<file path="src/rtl/calc_pkg.sv">
// Shared types for the sequential calculator: operation modes, controller states
// and the default operand width.
package calc_pkg;

    localparam int DEFAULT_WIDTH = 6;

    typedef enum logic [1:0] {
        MODE_HARM = 2'd0,
        MODE_MUL  = 2'd1,
        MODE_ADD  = 2'd2,
        MODE_DIV  = 2'd3
    } mode_t;

    typedef enum logic [1:0] {
        IDLE = 2'd0,
        MUL  = 2'd1,
        DIV  = 2'd2,
        DONE = 2'd3
    } state_t;

endpackage

</file>
<file path="src/rtl/calc_seq_unit_divider.sv">
// Restoring divider, one quotient bit per clock. quotient/remainder show the result
// of the step about to be clocked, so they hold the final values while done is high.
module seq_divider #(
    parameter int OW = 2 * calc_pkg::DEFAULT_WIDTH
) (
    input  logic          clk,
    input  logic          rst,
    input  logic          start,
    input  logic [OW-1:0] dividend,
    input  logic [OW-1:0] divisor,
    output logic          done,
    output logic [OW-1:0] quotient,
    output logic [OW-1:0] remainder,
    output logic          dz
);

    localparam int CW = $clog2(OW);

    logic [OW-1:0] rem_q;
    logic [OW-1:0] quo_q;
    logic [OW-1:0] dvsr_q;
    logic [CW-1:0] count_q;
    logic          running_q;
    logic [OW:0]   rem_shift;
    logic [OW-1:0] trial;

    // The partial remainder is always below the divisor, so the shifted value needs
    // one extra bit and the difference always fits back into OW bits.
    always_comb begin
        rem_shift = {rem_q, quo_q[OW-1]};
        trial     = rem_shift[OW-1:0] - dvsr_q;
        quotient  = {quo_q[OW-2:0], 1'b0};
        remainder = rem_shift[OW-1:0];
        if (rem_shift >= {1'b0, dvsr_q}) begin
            quotient  = {quo_q[OW-2:0], 1'b1};
            remainder = trial;
        end
    end

    assign done = running_q && (count_q == CW'(OW - 1));
    assign dz   = (divisor == '0);

    always_ff @(posedge clk) begin
        if (rst) begin
            rem_q     <= '0;
            quo_q     <= '0;
            dvsr_q    <= '0;
            count_q   <= '0;
            running_q <= 1'b0;
        end else if (start) begin
            rem_q     <= '0;
            quo_q     <= dividend;
            dvsr_q    <= divisor;
            count_q   <= '0;
            running_q <= 1'b1;
        end else if (running_q) begin
            rem_q   <= remainder;
            quo_q   <= quotient;
            count_q <= count_q + 1'b1;
            if (done) begin
                running_q <= 1'b0;
            end
        end
    end

endmodule

</file>
<file path="src/rtl/calc_seq_unit.sv">
// Sequential calculator: harmonic-style (a*b)/(a+b), multiply, add or divide using an
// inline shift-add multiplier and seq_divider. Define CALC_DIV_ROUND_EN to round quotients half up.
module calc_seq_unit
    import calc_pkg::*;
#(
    parameter int WIDTH = DEFAULT_WIDTH
) (
    input  logic                 clk,
    input  logic                 rst,
    input  logic                 in_valid,
    output logic                 in_ready,
    input  logic [WIDTH-1:0]     num1,
    input  logic [WIDTH-1:0]     num2,
    input  logic [1:0]           mode,
    output logic                 out_valid,
    input  logic                 out_ready,
    output logic [2*WIDTH-1:0]   answer,
    output logic [2*WIDTH-1:0]   residue,
    output logic [2*WIDTH-1:0]   ans1,
    output logic [WIDTH:0]       ans2,
    output logic                 div_by_zero,
    output logic                 busy
);

    localparam int OW  = 2 * WIDTH;
    localparam int MCW = $clog2(WIDTH + 1);

    state_t           state;
    mode_t            mode_q;
    logic [OW-1:0]    acc;
    logic [OW-1:0]    mcand;
    logic [WIDTH-1:0] mplier;
    logic [MCW-1:0]   mul_count;
    logic [OW-1:0]    product_next;
    logic             mul_last;
    logic [WIDTH:0]   sum_in;

    logic             div_start;
    logic [OW-1:0]    div_dividend;
    logic [OW-1:0]    div_divisor;
    logic             div_done;
    logic [OW-1:0]    div_quotient;
    logic [OW-1:0]    div_remainder;
    logic             div_dz;
    logic [OW-1:0]    div_answer;

    assign sum_in       = {1'b0, num1} + {1'b0, num2};
    assign product_next = acc + (mplier[0] ? mcand : '0);
    assign mul_last     = (mul_count == MCW'(WIDTH - 1));

    // Operands reach the divider straight from the ports for a DIV accept, and from the
    // finishing product and registered sum when a HARM multiply hands over.
    always_comb begin
        div_dividend = product_next;
        div_divisor  = OW'(ans2);
        div_start    = 1'b0;
        if (state == IDLE) begin
            div_dividend = OW'(num1);
            div_divisor  = OW'(num2);
            div_start    = in_valid && (mode_t'(mode) == MODE_DIV);
        end else if (state == MUL) begin
            div_start = mul_last && (mode_q == MODE_HARM);
        end
    end

    seq_divider #(
        .OW(OW)
    ) u_divider (
        .clk       (clk),
        .rst       (rst),
        .start     (div_start),
        .dividend  (div_dividend),
        .divisor   (div_divisor),
        .done      (div_done),
        .quotient  (div_quotient),
        .remainder (div_remainder),
        .dz        (div_dz)
    );

`ifdef CALC_DIV_ROUND_EN
    logic [OW-1:0] dvsr_q;

    always_ff @(posedge clk) begin
        if (rst) begin
            dvsr_q <= '0;
        end else if (div_start) begin
            dvsr_q <= div_divisor;
        end
    end

    assign div_answer = ({div_remainder, 1'b0} >= {1'b0, dvsr_q}) ? div_quotient + 1'b1
                                                                  : div_quotient;
`else
    assign div_answer = div_quotient;
`endif

    // ADD and a zero-divisor DIV land in DONE with out_valid still low; the first DONE
    // edge raises it, giving them one cycle of latency like the other short paths.
    always_ff @(posedge clk) begin
        if (rst) begin
            state       <= IDLE;
            mode_q      <= MODE_HARM;
            acc         <= '0;
            mcand       <= '0;
            mplier      <= '0;
            mul_count   <= '0;
            in_ready    <= 1'b1;
            out_valid   <= 1'b0;
            busy        <= 1'b0;
            answer      <= '0;
            residue     <= '0;
            ans1        <= '0;
            ans2        <= '0;
            div_by_zero <= 1'b0;
        end else begin
            case (state)
                IDLE: begin
                    if (in_valid) begin
                        mode_q      <= mode_t'(mode);
                        ans2        <= sum_in;
                        answer      <= '0;
                        residue     <= '0;
                        ans1        <= '0;
                        div_by_zero <= 1'b0;
                        acc         <= '0;
                        mcand       <= OW'(num1);
                        mplier      <= num2;
                        mul_count   <= '0;
                        in_ready    <= 1'b0;
                        case (mode_t'(mode))
                            MODE_HARM, MODE_MUL: begin
                                state <= MUL;
                                busy  <= 1'b1;
                            end
                            MODE_ADD: begin
                                state  <= DONE;
                                answer <= OW'(sum_in);
                            end
                            default: begin
                                if (div_dz) begin
                                    state       <= DONE;
                                    answer      <= '1;
                                    residue     <= OW'(num1);
                                    div_by_zero <= 1'b1;
                                end else begin
                                    state <= DIV;
                                    busy  <= 1'b1;
                                end
                            end
                        endcase
                    end
                end

                MUL: begin
                    acc       <= product_next;
                    mcand     <= mcand << 1;
                    mplier    <= mplier >> 1;
                    mul_count <= mul_count + 1'b1;
                    if (mul_last) begin
                        ans1 <= product_next;
                        if (mode_q == MODE_HARM && !div_dz) begin
                            state <= DIV;
                        end else begin
                            state     <= DONE;
                            busy      <= 1'b0;
                            out_valid <= 1'b1;
                            if (mode_q == MODE_HARM) begin
                                answer      <= '1;
                                residue     <= product_next;
                                div_by_zero <= 1'b1;
                            end else begin
                                answer <= product_next;
                            end
                        end
                    end
                end

                DIV: begin
                    if (div_done) begin
                        state     <= DONE;
                        busy      <= 1'b0;
                        out_valid <= 1'b1;
                        answer    <= div_answer;
                        residue   <= div_remainder;
                    end
                end

                DONE: begin
                    if (!out_valid) begin
                        out_valid <= 1'b1;
                    end else if (out_ready) begin
                        state     <= IDLE;
                        out_valid <= 1'b0;
                        in_ready  <= 1'b1;
                    end
                end

                default: begin
                    state <= IDLE;
                end
            endcase
        end
    end

endmodule

</file>
<file path="config.mk">
export PLATFORM = sky130hd
export DESIGN_NAME = calc_seq_unit
export DESIGN_NICKNAME = d
export VERILOG_FILES = /design/src/rtl/calc_pkg.sv /design/src/rtl/calc_seq_unit_divider.sv /design/src/rtl/calc_seq_unit.sv
export SDC_FILE = /design/constraint.sdc
export NUM_CORES = 1
export LEC_CHECK = 0
export CAP_MARGIN = 10
export CORE_MARGIN = 10
export CORE_UTILIZATION = 50
export DETAILED_ROUTE_END_ITERATION = 10
export PLACE_DENSITY_LB_ADDON = 0.25
export SYNTH_ARGS = -nofsm -noshare
export SYNTH_HDL_FRONTEND = slang
export SYNTH_SLANG_ARGS = --single-unit
</file>
<file path="constraint.sdc">
create_clock -name clk -period 6.7 [get_ports clk]
set_clock_uncertainty 0.15 [all_clocks]
set_input_delay 1.34 -clock clk [delete_from_list [all_inputs] [get_ports clk]]
set_output_delay 1.34 -clock clk [all_outputs]
set_load 0.02 [all_outputs]
</file>
detail.png
Region (52, 52) to (82, 82) um. Cells in gray, sequential cells in the stronger gray; small squares are vias.
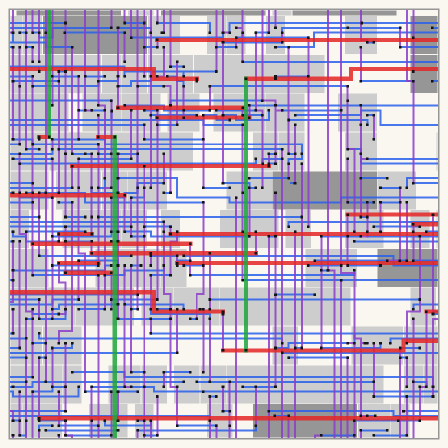
Green marks metal 4. Blue marks metal 1. Red marks metal 3. Purple marks metal 2.
Sequential cells in the window: 4. Netlist names of flops here include u_divider.quo_q (2). 71 logic cells have their middle in the window. Most frequent: nand2_1 (10), a211oi_1 (9), o21ai_0 (5).

logic_types.png
(3 px per um)
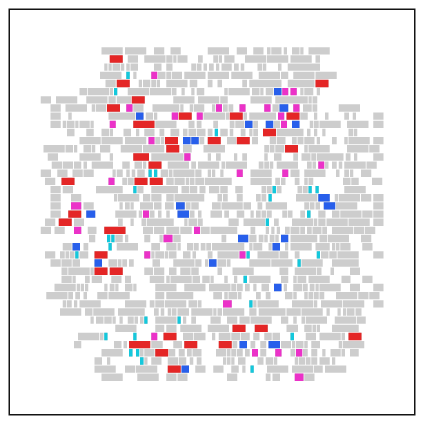
Blue marks non-inverting ao/oa cells, cells 23. Red marks fa/ha/maj cells, cells 35. Magenta marks and/or cells, cells 32. Cyan marks inv cells, cells 30.

placement.png
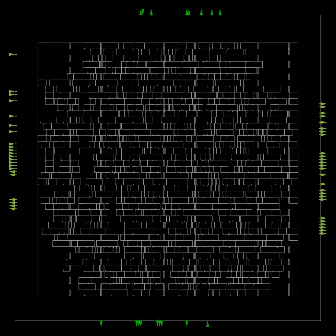
tapcell count: 172
number of sequential storage elements: 120

==> results.txt <==
Here are the numbers from the latest Yosys + OpenROAD run.

The flow ran to the end, and the final reports show no timing, DRC or antenna violations. The proportion of register bits with asynchronous set or reset after synthesis came out at 0. Measured along the x axis, the die boundary spans ~130 um. Global routing finished with a remaining overflow of 0.

The TritonCTS clock tree is yes. The die height came out at roughly 130 um. The data arrival at the endpoint of the critical path is 4600 ps. The number of buffers added on ports is between 60 and 70. Max-slew check failures listed in the final report amount to 0. The critical path is of the in -> reg type. After synthesis, the mean cell area works out to roughly 8.3 um2.

The setup total negative slack came out at 0 ps. Across all layers, the routed design uses roughly 6k vias. The overall power consumption came out at 3.13 mW.

The critical-path maximum fanout is 15. The HPWL reported at the end of detailed placement is around 13000 um. The highest clock rate is between 200 and 250 MHz. The global-route wire length before repair came out at 30100 um. The share of synthesized area occupied by flip-flops and latches is 0.365.

The final hold violation count is 0. Headroom to the max-slew limit came out at 0.239. The OpenROAD warning count is 33.

The tightest hold path in the finished design has a slack of 299 ps. The maximum number of pins on one net before global-route repair came out at slightly above 100.
-- cell type report --
type	count	area, um2
inverters	30	113
well taps	172	215
clock buffers	25	495
fillers	1134	4840
multi-input cells	591	3850
flip-flops and latches	120	2400
repair buffers	72	693
clock inverters	7	163
-- power groups by stage --
stage	registers, mW	logic, mW	clock network (mW)
4_1_cts	0.913	1.19	1.03
3_3_place_gp	0.923	1.15	0
5_1_grt	0.929	1.30	1.07
2_1_floorplan	0.956	0.807	0
3_5_place_dp	0.926	1.18	0
6_report	0.914	1.20	1.02
-- cells by family (layout without fill, tap and decap cells) --
kind of cell	count (synthesis)	count (layout)	share of synthesized area
xor+xnor	21	21	0.0280
mux	46	46	0.0710
compound gates	219	219	0.224
simple gates	270	270	0.192
buf+inv	82	134	0.0493
fa+ha+maj	35	35	0.0700
flops	120	120	0.365
-- registers in the layout, indices dropped and copies added (netlist names), 2 cells and up --
register	cells
acc	12
ans1	12
answer	12
mcand	12
residue	12
u_divider.quo_q	12
u_divider.rem_q	12
ans2	7
u_divider.dvsr_q	7
mplier	6
u_divider.count_q	4
mul_count	3
mode_q	2
state	2
-- cell usage after synthesis (all sizes together), types with 6 or more instances --
cell / count / area [um2]
and2: 17 / 106
nor2: 96 / 370
dfxtp: 120 / 2400
nor4: 6 / 43.8
a22oi: 14 / 105
nor3: 15 / 75.1
ha: 32 / 400
mux2i: 41 / 410
a31oi: 8 / 50.1
xor2: 6 / 52.6
inv: 30 / 113
a211oi: 44 / 335
nor2b: 9 / 56.3
o21ai: 23 / 115
a311oi: 14 / 123
nand3: 18 / 90.1
clkbuf: 44 / 165
a21oi: 71 / 355
o21a: 6 / 45.0
xnor2: 15 / 131
a21o: 9 / 67.6
buf: 8 / 46.3
nand2: 75 / 282
o211ai: 6 / 45.0
-- metal layers --
layer,track usage,up-vias,wire length [um]
li1,-,2935,-
met1,0.264,2880,8520
met2,0.325,215,8560
met3,0.0590,40,1330
met4,0.0665,0,416
met5,0,-,0
-- critical path, cell delays in order --
cell and delay (ps):
clkdlybuf4s50_1 460, or4b_1 540, o22a_1 250, or2_0 420, a211oi_2 880, nor3b_1 360
nand2_1 120, o221ai_1 210
-- through the flow --
| step | setup slack (ps) | std cells | cell area [um2] | util |
|---|---|---|---|---|
| global route | 2170 | 1017 | 7940 | 0.621 |
| floorplan | 3050 | 793 | 6570 | - |
| global placement | 2070 | 984 | 7270 | 0.569 |
| detailed placement | 1960 | 984 | 7270 | 0.569 |
| finish | 2280 | 1017 | 7940 | 0.621 |
| CTS | 2380 | 1016 | 7930 | 0.621 |
-- final timing paths --
| path | start | to | slack (ps) | cells past startpoint |
|---|---|---|---|---|
| max | num2[2] | residue[7] | 2280 | 8 |
| max reg2reg | state[0] | residue[7] | 2750 | 10 |
| min reg2reg | ans1[1] | ans1[1] | 300 | 2 |
| min | ans1[1] | ans1[1] | 300 | 2 |
No activity file was given, so power comes from the tool's default toggle rates.
